[src/rtl/multdiv_pkg.sv]
// ----------------------------------------------------------------------------
// multdiv_pkg
// Shared types and constants for the iterative multiply/divide unit.
//   md_state_e  : control FSM states (IDLE, MUL, DIV, DONE)
//   MD_ITERS    : iterations per operation (one result bit per cycle)
//   MD_INT_MIN  : most negative 32-bit value, the only divide-overflow dividend
// ----------------------------------------------------------------------------
package multdiv_pkg;

   typedef enum logic [1:0] {
      IDLE,
      MUL,
      DIV,
      DONE
   } md_state_e;

   localparam int          MD_ITERS   = 32;
   localparam logic [31:0] MD_INT_MIN = 32'h8000_0000;

endpackage

[src/rtl/multdiv_unit_addsub32.sv]
// ----------------------------------------------------------------------------
// addsub32
// Combinational 32-bit adder/subtractor shared by the Booth step, the
// restoring trial subtract and the final quotient negation.
// Ports:
//   a, b      in  32  operands
//   sub       in  1   0: a + b, 1: a - b (b inverted, carry-in 1)
//   sum       out 32  result
//   carry_out out 1   carry out of bit 31 (1 = no borrow when subtracting)
// ----------------------------------------------------------------------------
module addsub32 (
   input  logic [31:0] a,
   input  logic [31:0] b,
   input  logic        sub,
   output logic [31:0] sum,
   output logic        carry_out
);

   logic [31:0] b_eff;

   assign b_eff            = sub ? ~b : b;
   assign {carry_out, sum} = {1'b0, a} + {1'b0, b_eff} + {32'd0, sub};

endmodule

[src/rtl/multdiv_unit.sv]
// ----------------------------------------------------------------------------
// multdiv_unit
// Multi-cycle signed 32-bit multiplier (radix-2 Booth, low word of product)
// and divider (restoring on magnitudes, quotient truncated toward zero).
// 32 iterations plus one fix-up cycle; a one-cycle RDY pulse reports the
// result, which is held until the next completion.
// Ports:
//   clock           in  1   rising-edge clock
//   reset_n         in  1   synchronous active-low reset
//   data_operandA   in  32  multiplicand / dividend (signed)
//   data_operandB   in  32  multiplier / divisor (signed)
//   ctrl_MULT       in  1   start a multiply
//   ctrl_DIV        in  1   start a divide
//   data_result     out 32  result, held until next completion
//   data_exception  out 1   overflow / divide-by-zero flag
//   data_resultRDY  out 1   one-cycle completion pulse
//   busy            out 1   high while iterating
// Configuration:
//   MULTDIV_DIV_EN  defined: divider present. Undefined: every divide
//                   completes one cycle after its start with result 0 and
//                   exception 1.
// ----------------------------------------------------------------------------
module multdiv_unit
   import multdiv_pkg::*;
(
   input  logic        clock,
   input  logic        reset_n,
   input  logic [31:0] data_operandA,
   input  logic [31:0] data_operandB,
   input  logic        ctrl_MULT,
   input  logic        ctrl_DIV,
   output logic [31:0] data_result,
   output logic        data_exception,
   output logic        data_resultRDY,
   output logic        busy
);

   md_state_e   state, state_next;
   logic [4:0]  cnt;
   logic        fixup;      // all iterations done, next edge writes the result
   logic        err_pend;   // rejected start, report it on the following edge
   logic [31:0] acc;        // Booth accumulator / division remainder
   logic [31:0] mq;         // multiplier -> product low / dividend -> quotient
   logic [31:0] m_reg;      // multiplicand / divisor magnitude
   logic        q_m1;       // Booth q(-1) bit
`ifdef MULTDIV_DIV_EN
   logic        neg;
   logic        div_zero;
   logic        div_ovf;
`endif

   logic        start, start_err;
   logic [31:0] add_a, add_b, add_sum;
   logic        add_sub, add_cout;
   logic [32:0] booth_acc;
   logic [31:0] nxt_acc, nxt_mq, fix_result;
   logic        nxt_qm1, fix_exc;

   assign start = ctrl_MULT | ctrl_DIV;
`ifdef MULTDIV_DIV_EN
   assign start_err = ctrl_MULT & ctrl_DIV;
`else
   assign start_err = ctrl_DIV;   // covers both-high as well
`endif

   // ---------------------------------------------------------------- FSM
   // NOTE: sequential state uses non-blocking (<=) so every register samples
   // the pre-edge value of every other register, independent of block order.
   always_ff @(posedge clock) begin
      if (!reset_n) state <= IDLE;
      else          state <= state_next;
   end

   // NOTE: every output of a combinational block gets a default first, so no
   // path leaves it unassigned and no latch is inferred.
   always_comb begin
      state_next = state;
      if (start_err)      state_next = IDLE;
      else if (ctrl_MULT) state_next = MUL;
`ifdef MULTDIV_DIV_EN
      else if (ctrl_DIV)  state_next = DIV;
`endif
      else if (err_pend)  state_next = DONE;
      else begin
         unique case (state)
            MUL, DIV: if (fixup) state_next = DONE;
            DONE:     state_next = IDLE;
            default:  state_next = state;
         endcase
      end
      busy           = (state == MUL) || (state == DIV);
      data_resultRDY = (state == DONE);
   end

   // ---------------------------------------------------------- shared adder
   always_comb begin
      add_a   = acc;
      add_b   = m_reg;
      add_sub = mq[0];               // Booth pair 10 subtracts, 01 adds
`ifdef MULTDIV_DIV_EN
      if (state == DIV) begin
         add_sub = 1'b1;
         if (fixup) begin
            add_a = '0;                // negate the quotient magnitude
            add_b = mq;
         end else begin
            add_a = {acc[30:0], mq[31]};  // shifted partial remainder
         end
      end
`endif
   end

   addsub32 u_addsub (
      .a         (add_a),
      .b         (add_b),
      .sub       (add_sub),
      .sum       (add_sum),
      .carry_out (add_cout)
   );

   // ------------------------------------------------------ next-step values
   always_comb begin
      // Booth: the 33rd sum bit is rebuilt from the carry so an add/sub that
      // overflows 32 bits (e.g. 0 - INT_MIN) still shifts in the true sign.
      booth_acc = (mq[0] ^ q_m1)
                ? {acc[31] ^ m_reg[31] ^ add_sub ^ add_cout, add_sum}
                : {acc[31], acc};
      nxt_acc    = booth_acc[32:1];
      nxt_mq     = {booth_acc[0], mq[31:1]};
      nxt_qm1    = mq[0];
      fix_result = mq;
      fix_exc    = (acc != {32{mq[31]}});   // product[63:31] not all-equal
`ifdef MULTDIV_DIV_EN
      if (state == DIV) begin
         // carry out of the trial subtract means remainder >= divisor
         nxt_acc    = add_cout ? add_sum : add_a;
         nxt_mq     = {mq[30:0], add_cout};
         nxt_qm1    = 1'b0;
         fix_result = div_zero ? '0 : (neg ? add_sum : mq);
         fix_exc    = div_zero | div_ovf;
      end
`endif
   end

   // -------------------------------------------------------------- datapath
   always_ff @(posedge clock) begin
      if (!reset_n) begin
         cnt            <= '0;
         fixup          <= 1'b0;
         err_pend       <= 1'b0;
         acc            <= '0;
         mq             <= '0;
         m_reg          <= '0;
         q_m1           <= 1'b0;
         data_result    <= '0;
         data_exception <= 1'b0;
`ifdef MULTDIV_DIV_EN
         neg            <= 1'b0;
         div_zero       <= 1'b0;
         div_ovf        <= 1'b0;
`endif
      end else begin
         err_pend <= 1'b0;
         if (start) begin
            cnt   <= '0;
            fixup <= 1'b0;
            acc   <= '0;
            q_m1  <= 1'b0;
            if (start_err) begin
               err_pend <= 1'b1;
            end else if (ctrl_MULT) begin
               m_reg <= data_operandA;
               mq    <= data_operandB;
            end
`ifdef MULTDIV_DIV_EN
            else begin
               m_reg    <= data_operandB[31] ? -data_operandB : data_operandB;
               mq       <= data_operandA[31] ? -data_operandA : data_operandA;
               neg      <= data_operandA[31] ^ data_operandB[31];
               div_zero <= (data_operandB == '0);
               div_ovf  <= (data_operandA == MD_INT_MIN) && (data_operandB == '1);
            end
`endif
         end else if (err_pend) begin
            data_result    <= '0;
            data_exception <= 1'b1;
         end else if (busy) begin
            if (!fixup) begin
               acc  <= nxt_acc;
               mq   <= nxt_mq;
               q_m1 <= nxt_qm1;
               cnt  <= cnt + 5'd1;
               if (cnt == 5'(MD_ITERS - 1)) fixup <= 1'b1;
            end else begin
               data_result    <= fix_result;
               data_exception <= fix_exc;
               fixup          <= 1'b0;
            end
         end
      end
   end

endmodule

[config.mk]
export PLATFORM = sky130hd
export DESIGN_NAME = multdiv_unit
export DESIGN_NICKNAME = d
export VERILOG_FILES = /design/src/rtl/multdiv_pkg.sv /design/src/rtl/multdiv_unit_addsub32.sv /design/src/rtl/multdiv_unit.sv
export SDC_FILE = /design/constraint.sdc
export NUM_CORES = 1
export LEC_CHECK = 0
export CORE_UTILIZATION = 45
export CTS_CLUSTER_SIZE = 40
export DETAILED_ROUTE_END_ITERATION = 16
export PLACE_DENSITY_LB_ADDON = 0.08
export SYNTH_ARGS = -nofsm -noshare
export SYNTH_HDL_FRONTEND = slang
export SYNTH_SLANG_ARGS = --single-unit
[constraint.sdc]
create_clock -name clock -period 4.4 [get_ports clock]
set_clock_uncertainty 0.05 [all_clocks]
set_input_delay 1.1 -clock clock [delete_from_list [all_inputs] [get_ports clock]]
set_output_delay 1.1 -clock clock [all_outputs]
set_load 0.01 [all_outputs]
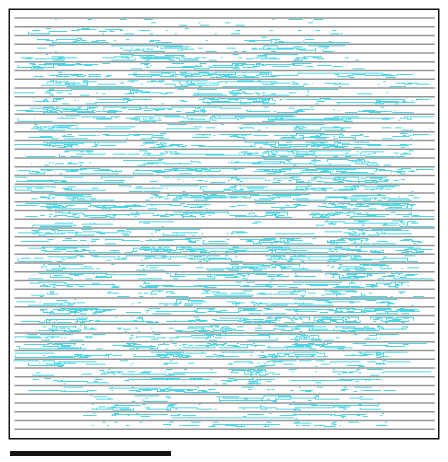
Run 1: signal wires on met1
Scale bar: 50 um. Supply wires on this layer in grey.
longest straight run: 37.7 um
main direction: horizontal
GR Layer Usage met1: 0.2985
Routed WL: 19.47 mm
via count: 6928

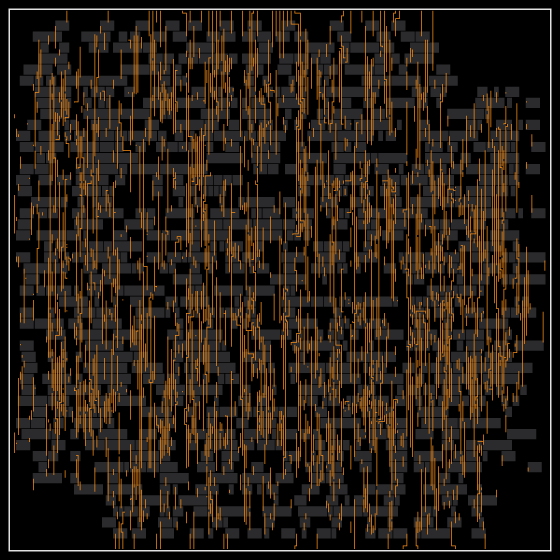
Run 1: signal wires on met2
share of all routed wire: 47%
main direction: vertical
nets with wire on the layer: 883
longest straight run: 56.4 um
wire length on this layer: 9130 um
met2 usage in global routing: 0.3738

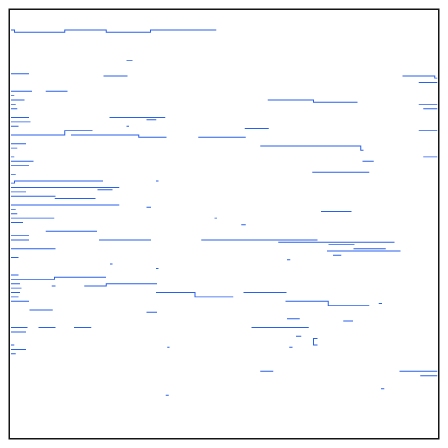
Run 1: the metal 3 layer
main direction: horizontal
nets with wire on the layer: 82
share of all routed wire: 4.7%
longest straight run: 35.9 um
wire length on this layer: 908 um
M3 GR Usage: 0.06054

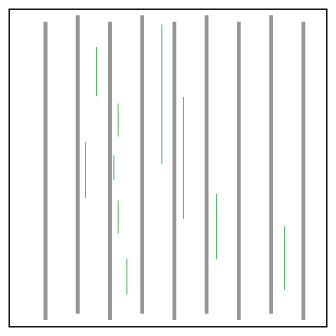
Run 1: metal 4
Supply wires on this layer in grey.
longest straight run: 58.5 um
main direction: vertical

==> results_dict.tcl, run 1 <==
# collected from the flow reports
set metrics [dict create \
    post_cts_buffers 0 \
    die_y_um 133.0 \
    path_delay_family "AND-OR/OR-AND gates" \
    r2r_start "fix_result[0]" \
    period_needed_ns 3.552 \
    hold_viol_final 0 \
    ctsHoldBuffers 0 \
    buffers 120 \
    rows 47 \
    fin_ws_ns 0.8477 \
    slew_headroom 0.4554 \
    crit_end "acc[31]" \
    edf_count 0 \
    drtPass1Iterations 5 \
    top_area_frac 0.3602 \
    synth.avg_cell_area_um2 8.073 \
    maxPowerGroup "the clock network" \
    syn_inst 957 \
    area_delta_synth_final_pct 23.58 \
    powerClk_mw 1.53 \
    tightest_slew_ns 0.8149 \
    power_switching_mw 0.8668 \
    total_power_mw 3.317 \
    finalClockPeriodUsage 0.8073 \
    ys_sh_aoi 0.2586 \
    regToRegSetupSlack_ns 0.85 \
    lay_top_cells "161 x nand2_1, 138 x dfxtp_1, 101 x clkdlybuf4s50_1, 73 x a21oi_1, 65 x o21ai_0" \
    clkTransAtPathRegs_ns 0.06 \
    drv_cap 0 \
    ant_nets 0 \
    finalMaxSlewViolations 0 \
    wl_per_cell_um 15.40 \
    cp-start-kind "register" \
    whs_path_depth 2 \
    taps 220 \
    synth_warnings 0 \
    lay_top_count "nand2_1" \
    fillers 1571 \
    wl_met2_mm 9.128 \
    top_cells_by_count "161 x nand2_1, 139 x dfxtp_1, 73 x a21oi_1" \
    cts_made_buffers 17 \
    synthXorXnorAreaFrac 0.07482 \
    synth_flops 139 \
    ios 103 \
    viasPerCell 5.481 \
    nClkBuffers 18 \
    flops 139 \
    port_buffers 102 \
    crit_type "reg2reg" \
    hold_start "cnt[4]" \
    layout.nets 1136 \
    logic_family "AND-OR/OR-AND gates" \
    final_area_um2 9548 \
    pwr-share-clk 0.462 \
    grt_pass1_vias 6670 \
    fp_util 0.4626 \
    place_ws_ns 0.8515 \
    hold_slack_ns 0.4152 \
    holdPathEnd "cnt[4]" \
    place_congestion 0.8682 \
    netSwitchingFraction 0.2613 \
    logic_area_um2 4662 \
    vdd_drop_max_v 0.0002814 \
    crit_start "fix_result[0]" \
    highest_layer "met4" \
    dieArea_um2 17700 \
    synth-async-reset-ratio 0 \
    place_inst 1232 \
    drc 0 \
    busiest_layer "met2" \
    powerDensity_nw_per_um2 347.4 \
    clock_path_buffers 2 \
    synthTopCellsByArea "dfxtp_1 36%, nand2_1 7.8%, ha_1 5.8%" \
    cts_max_level 4 \
    timing.rr.end "acc[31]" \
    grt_max_degree 75 \
    fin_util 0.5717 \
    sh_seq_area 0.2916 \
    yosys_area_um2 7726 \
    reg2reg_depth 12 \
    critPathMaxStageDelay_ns 0.75 \
    antenna_found_initial 0 \
    final.setup.tns_ns 0 \
    postPlaceCellArea_um2 8925 \
    grt_first_pass_wirelength_mm 32.91 \
    pg_comb_mw 0.439 \
    sequentialPowerShare 0.406 \
    p_comb_frac 0.132 \
    yosysUniqueCellTypes 51 \
    area_dominant_class "logic gates" \
    grt.total_usage 0.2301 \
    seq_area_um2 2784 \
    overflow 0 \
    cp_slowest_cell "dfxtp_2" \
    clock_area_frac 0.06526 \
    synth_area_um2 7726 \
    dp_hpwl_mm 13.25 \
    crit_chain "xor2_1 > inv_1 > fa_1 > nand2b_1 > a21oi_1 > o211ai_1 > nand2_1 > o21ai_0 > o31a_1 > o21ai_0 > mux2_2 > mux2i_1" \
    path_buffers 1 \
    clock_sinks 139 \
    setup_violations 0 \
    met3_length_um 907 \
    rsz0062_at_grt "false" \
    postSynthSeqShare 0.3602 \
    inverters 14 \
    wl_met1_mm 9.174 \
    largest_area_cell "dfxtp_1" \
    end_kind "register" \
    leakage_nw 3.980 \
    fmax_ghz 0.2815 \
    hold_path_class "reg2reg" \
    status "finished clean" \
    most_common_cell "nand2_1" \
    core_area_um2 16700 \
]
--- run 2 (diff from run 1) ---
==> constraint.sdc (replaced) <==
create_clock -name clock -period 3.3 [get_ports clock]
set_clock_uncertainty 0.05 [all_clocks]
set_input_delay 0.825 -clock clock [delete_from_list [all_inputs] [get_ports clock]]
set_output_delay 0.825 -clock clock [all_outputs]
set_load 0.01 [all_outputs]
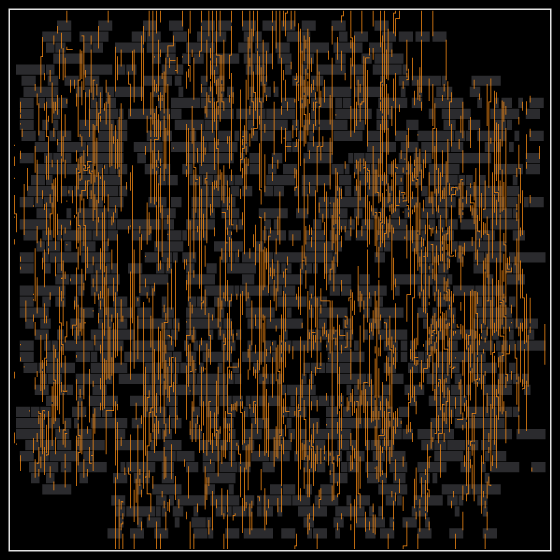
Run 2: signal wires on met2
via count: 7037
Routed WL: 20.04 mm
met2 usage in global routing: 0.4058

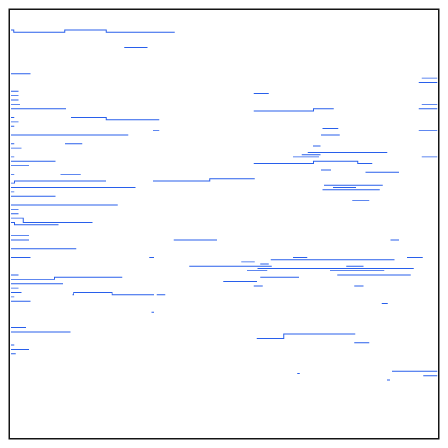
Run 2: the metal 3 layer
M3 GR Usage: 0.06398

==> results_dict.tcl, run 2 <==
# collected from the flow reports
set metrics [dict create \
    r2r_start "fix_result[0]" \
    status "finished clean" \
    fp_util 0.4626 \
    inverters 14 \
    viasPerCell 5.489 \
    holdPathEnd "cnt[4]" \
    wl_per_cell_um 15.63 \
    flops 139 \
    netSwitchingFraction 0.2712 \
    drtPass1Iterations 5 \
    tightest_slew_ns 0.9444 \
    fmax_ghz 0.3230 \
    yosys_area_um2 7726 \
    yosysUniqueCellTypes 51 \
    clock_area_frac 0.06050 \
    lay_top_count "nand2_1" \
    maxPowerGroup "the clock network" \
    synth_area_um2 7726 \
    buf_share 0.1342 \
    p_comb_frac 0.143 \
    rows 47 \
    ios 103 \
    lay_top_cells "161 x nand2_1, 138 x dfxtp_1, 101 x clkdlybuf4s50_1, 71 x a21oi_1, 64 x o21ai_0" \
    end_kind "register" \
    fillers 1603 \
    place_congestion 0.9191 \
    syn_inst 957 \
    reg2reg_depth 13 \
    fin_util 0.5795 \
    core_area_um2 16700 \
    vdd_drop_max_v 0.0004498 \
    synth_flops 139 \
    grt_pass1_vias 6944 \
    antenna_found_initial 0 \
    path_buffers 2 \
    place_ws_ns 0.1473 \
    cp-start-kind "register" \
    wl_met2_mm 9.625 \
    pwr-share-clk 0.444 \
    synthXorXnorAreaFrac 0.07482 \
    crit_fanout 11 \
    nClkBuffers 19 \
    powerClk_mw 1.92 \
    synth.avg_cell_area_um2 8.073 \
    highest_layer "met4" \
    postPlaceCellArea_um2 9065 \
    whs_path_depth 2 \
    drc 0 \
    clock_sinks 139 \
    grt_first_pass_wirelength_mm 33.83 \
    synth-async-reset-ratio 0 \
    crit_start "fix_result[0]" \
    hold_viol_final 0 \
    seq_area_um2 2784 \
    grt.total_usage 0.2389 \
    postSynthSeqShare 0.3602 \
    ys_sh_aoi 0.2586 \
    synth_warnings 0 \
    place_inst 1249 \
    clkTransAtPathRegs_ns 0.06 \
    cts_max_level 4 \
    grtUsageMet1 0.2927 \
    crit_end "acc[28]" \
    crit_chain "buf_12 > buf_4 > xor2_1 > ha_1 > nand2_1 > o21ai_1 > a221oi_2 > o21ai_0 > a41o_1 > a31oi_2 > o21ai_1 > mux2i_1 > a2111oi_2" \
    ctsHoldBuffers 0 \
    logic_area_um2 4682 \
    regToRegSetupSlack_ns 0.20 \
    slew_headroom 0.3659 \
    root_buffer "clkbuf_16" \
    die_x_um 133.0 \
    final_area_um2 9678 \
    buffers 138 \
    overflow 0 \
    area_dominant_class "logic gates" \
    cts_made_buffers 17 \
    hold_path_class "reg2reg" \
    met3_length_mm 1.031 \
    total_power_mw 4.327 \
    ys_sh_adder 0.06089 \
    final.setup.tns_ns 0 \
    required_ns 3.58 \
    cp_slowest_cell "dfxtp_2" \
    timing.rr.end "acc[28]" \
    port_buffers 102 \
    ant_nets 0 \
    drv_cap 0 \
    post_cts_buffers 0 \
    taps 220 \
    path_delay_family "AND-OR/OR-AND gates" \
    yosys.area_share.simple 0.1950 \
    power_switching_mw 1.173 \
    powerDensity_nw_per_um2 447.1 \
    ys.flop_type "dfxtp_1" \
    fin_ws_ns 0.2042 \
    setup_violations 0 \
    crit_type "reg2reg" \
    most_common_cell "nand2_1" \
    hold_start "cnt[4]" \
    edf_count 0 \
    leakage_nw 4.049 \
    dp_hpwl_mm 13.88 \
    synthTopCellsByArea "dfxtp_1 36%, nand2_1 7.8%, ha_1 5.8%" \
    dieArea_um2 17700 \
    largest_area_cell "dfxtp_1" \
    hold_slack_ns 0.4099 \
    wl_met1_mm 9.078 \
    top_area_frac 0.3602 \
    period_needed_ns 3.096 \
    area_delta_synth_final_pct 25.26 \
    clock_path_buffers 2 \
    die_y_um 133.0 \
    grt_max_degree 60 \
    sh_seq_area 0.2877 \
    arrival_ns 3.38 \
    layout.nets 1154 \
    critPathMaxStageDelay_ns 0.38 \
    top_cells_by_count "161 x nand2_1, 139 x dfxtp_1, 73 x a21oi_1" \
    finalClockPeriodUsage 0.9381 \
    busiest_layer "met2" \
    pg_comb_mw 0.620 \
    sequentialPowerShare 0.413 \
    logic_family "AND-OR/OR-AND gates" \
    p_seq_mw 1.79 \
    finalMaxSlewViolations 0 \
]
--- run 3 (diff from run 2) ---
--- a/config.mk
+++ b/config.mk
@@ -5,6 +5,7 @@
 export SDC_FILE = /design/constraint.sdc
 export NUM_CORES = 1
 export LEC_CHECK = 0
+export ABC_CLOCK_PERIOD_IN_PS = 3010
 export CORE_UTILIZATION = 45
 export CTS_CLUSTER_SIZE = 40
 export DETAILED_ROUTE_END_ITERATION = 16
==> constraint.sdc (replaced) <==
create_clock -name clock -period 3.01 [get_ports clock]
set_clock_uncertainty 0.05 [all_clocks]
set_input_delay 0.7525 -clock clock [delete_from_list [all_inputs] [get_ports clock]]
set_output_delay 0.7525 -clock clock [all_outputs]
set_load 0.01 [all_outputs]
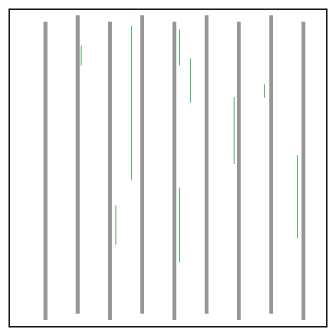
Run 3: metal 4
Supply wires on this layer in grey.
via count: 7063
Routed WL: 19.81 mm

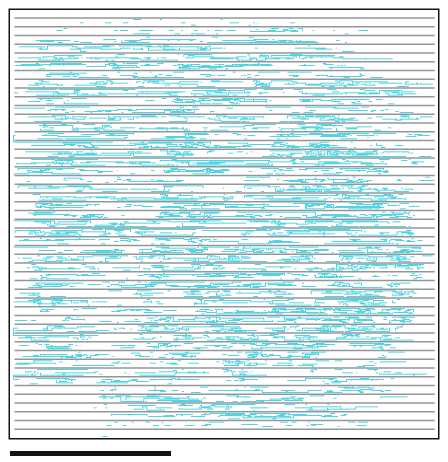
Run 3: signal wires on met1
Scale bar: 50 um. Supply wires on this layer in grey.
GR Layer Usage met1: 0.2958

==> results_dict.tcl, run 3 <==
# collected from the flow reports
set metrics [dict create \
    place_ws_ns 0.002079 \
    hold_viol_final 0 \
    yosys.area_share.simple 0.1950 \
    top_area_frac 0.3602 \
    regToRegSetupSlack_ns 0.08 \
    pwr-share-clk 0.434 \
    end_kind "register" \
    crit_type "reg2reg" \
    nClkBuffers 17 \
    reg2reg_depth 12 \
    p_seq_mw 1.96 \
    yosysUniqueCellTypes 51 \
    top_cells_by_count "161 x nand2_1, 139 x dfxtp_1, 73 x a21oi_1" \
    r2r_start "fix_result[0]" \
    required_ns 3.26 \
    area_delta_synth_final_pct 27.77 \
    hold_slack_ns 0.4192 \
    syn_inst 957 \
    tightest_slew_ns 0.5980 \
    crit_chain "buf_12 > xor2_1 > ha_1 > and3_1 > a22oi_2 > a21o_1 > o41ai_4 > a41o_1 > a31oi_2 > o21ai_1 > mux2i_1 > a2111oi_2" \
    cp_slowest_cell "dfxtp_4" \
    crit_fanout 15 \
    rsz0062_at_grt "true" \
    busiest_layer "met2" \
    sequentialPowerShare 0.415 \
    viasPerCell 5.446 \
    path_buffers 1 \
    final_area_um2 9872 \
    dieArea_um2 17700 \
    maxPowerGroup "the clock network" \
    cts_made_buffers 17 \
    layout.nets 1170 \
    synthXorXnorAreaFrac 0.07482 \
    cp-start-kind "register" \
    critPathMaxStageDelay_ns 0.36 \
    ys.flop_type "dfxtp_1" \
    path_delay_family "AND-OR/OR-AND gates" \
    slew_headroom 0.6010 \
    powerClk_mw 2.05 \
    largest_area_cell "dfxtp_1" \
    highest_layer "met4" \
    rows 47 \
    synth_flops 139 \
    port_buffers 102 \
    met3_length_um 892 \
    fp_util 0.4626 \
    lay_top_cells "161 x nand2_1, 138 x dfxtp_1, 101 x clkdlybuf4s50_1, 66 x a21oi_1, 59 x o21ai_0" \
    fillers 1564 \
    postPlaceCellArea_um2 9208 \
    arrival_ns 3.18 \
    n_antenna_cell 0 \
    ios 103 \
    core_area_um2 16700 \
    clock_sinks 139 \
    post_cts_buffers 0 \
    final.setup.tns_ns 0 \
    fin_util 0.5911 \
    overflow 0 \
    finalClockPeriodUsage 0.9729 \
    vdd_drop_max_v 0.0003943 \
    power_switching_mw 1.262 \
    sh_seq_area 0.2823 \
    logic_family "AND-OR/OR-AND gates" \
    flops 139 \
    wl_per_cell_um 15.28 \
    leakage_nw 4.137 \
    ctsHoldBuffers 0 \
    holdPathEnd "cnt[4]" \
    p_comb_frac 0.151 \
    finalMaxSlewViolations 0 \
    grt_pass1_vias 6897 \
    seq_area_um2 2786 \
    crit_end "acc[28]" \
    wl_met1_mm 9.111 \
    fmax_ghz 0.3415 \
    ys_sh_adder 0.06089 \
    timing.rr.end "acc[28]" \
    antenna_found_initial 0 \
    use_met2 0.3930 \
    synth.avg_cell_area_um2 8.073 \
    netSwitchingFraction 0.2675 \
    grt_max_degree 58 \
    postSynthSeqShare 0.3602 \
    synthTopCellsByArea "dfxtp_1 36%, nand2_1 7.8%, ha_1 5.8%" \
    total_power_mw 4.716 \
    fin_ws_ns 0.08166 \
    post_cts_resize_count 2 \
    lay_top_count "nand2_1" \
    ant_nets 0 \
    period_needed_ns 2.928 \
    cts_max_level 4 \
    hold_path_class "reg2reg" \
    buffers 154 \
    drv_cap 0 \
    status "finished clean" \
    die_x_um 133.0 \
    yosys_area_um2 7726 \
    drc 0 \
    synth_warnings 0 \
    synth-async-reset-ratio 0 \
    layout-drive-gt1-share 0.1031 \
    drtPass1Iterations 4 \
    root_buffer "clkbuf_16" \
    whs_path_depth 2 \
    dp_hpwl_mm 13.94 \
    grt_first_pass_wirelength_mm 33.44 \
    crit_start "fix_result[0]" \
    wl_met2_mm 9.587 \
    powerDensity_nw_per_um2 477.7 \
]
Power is estimated from default activity; no workload was simulated.
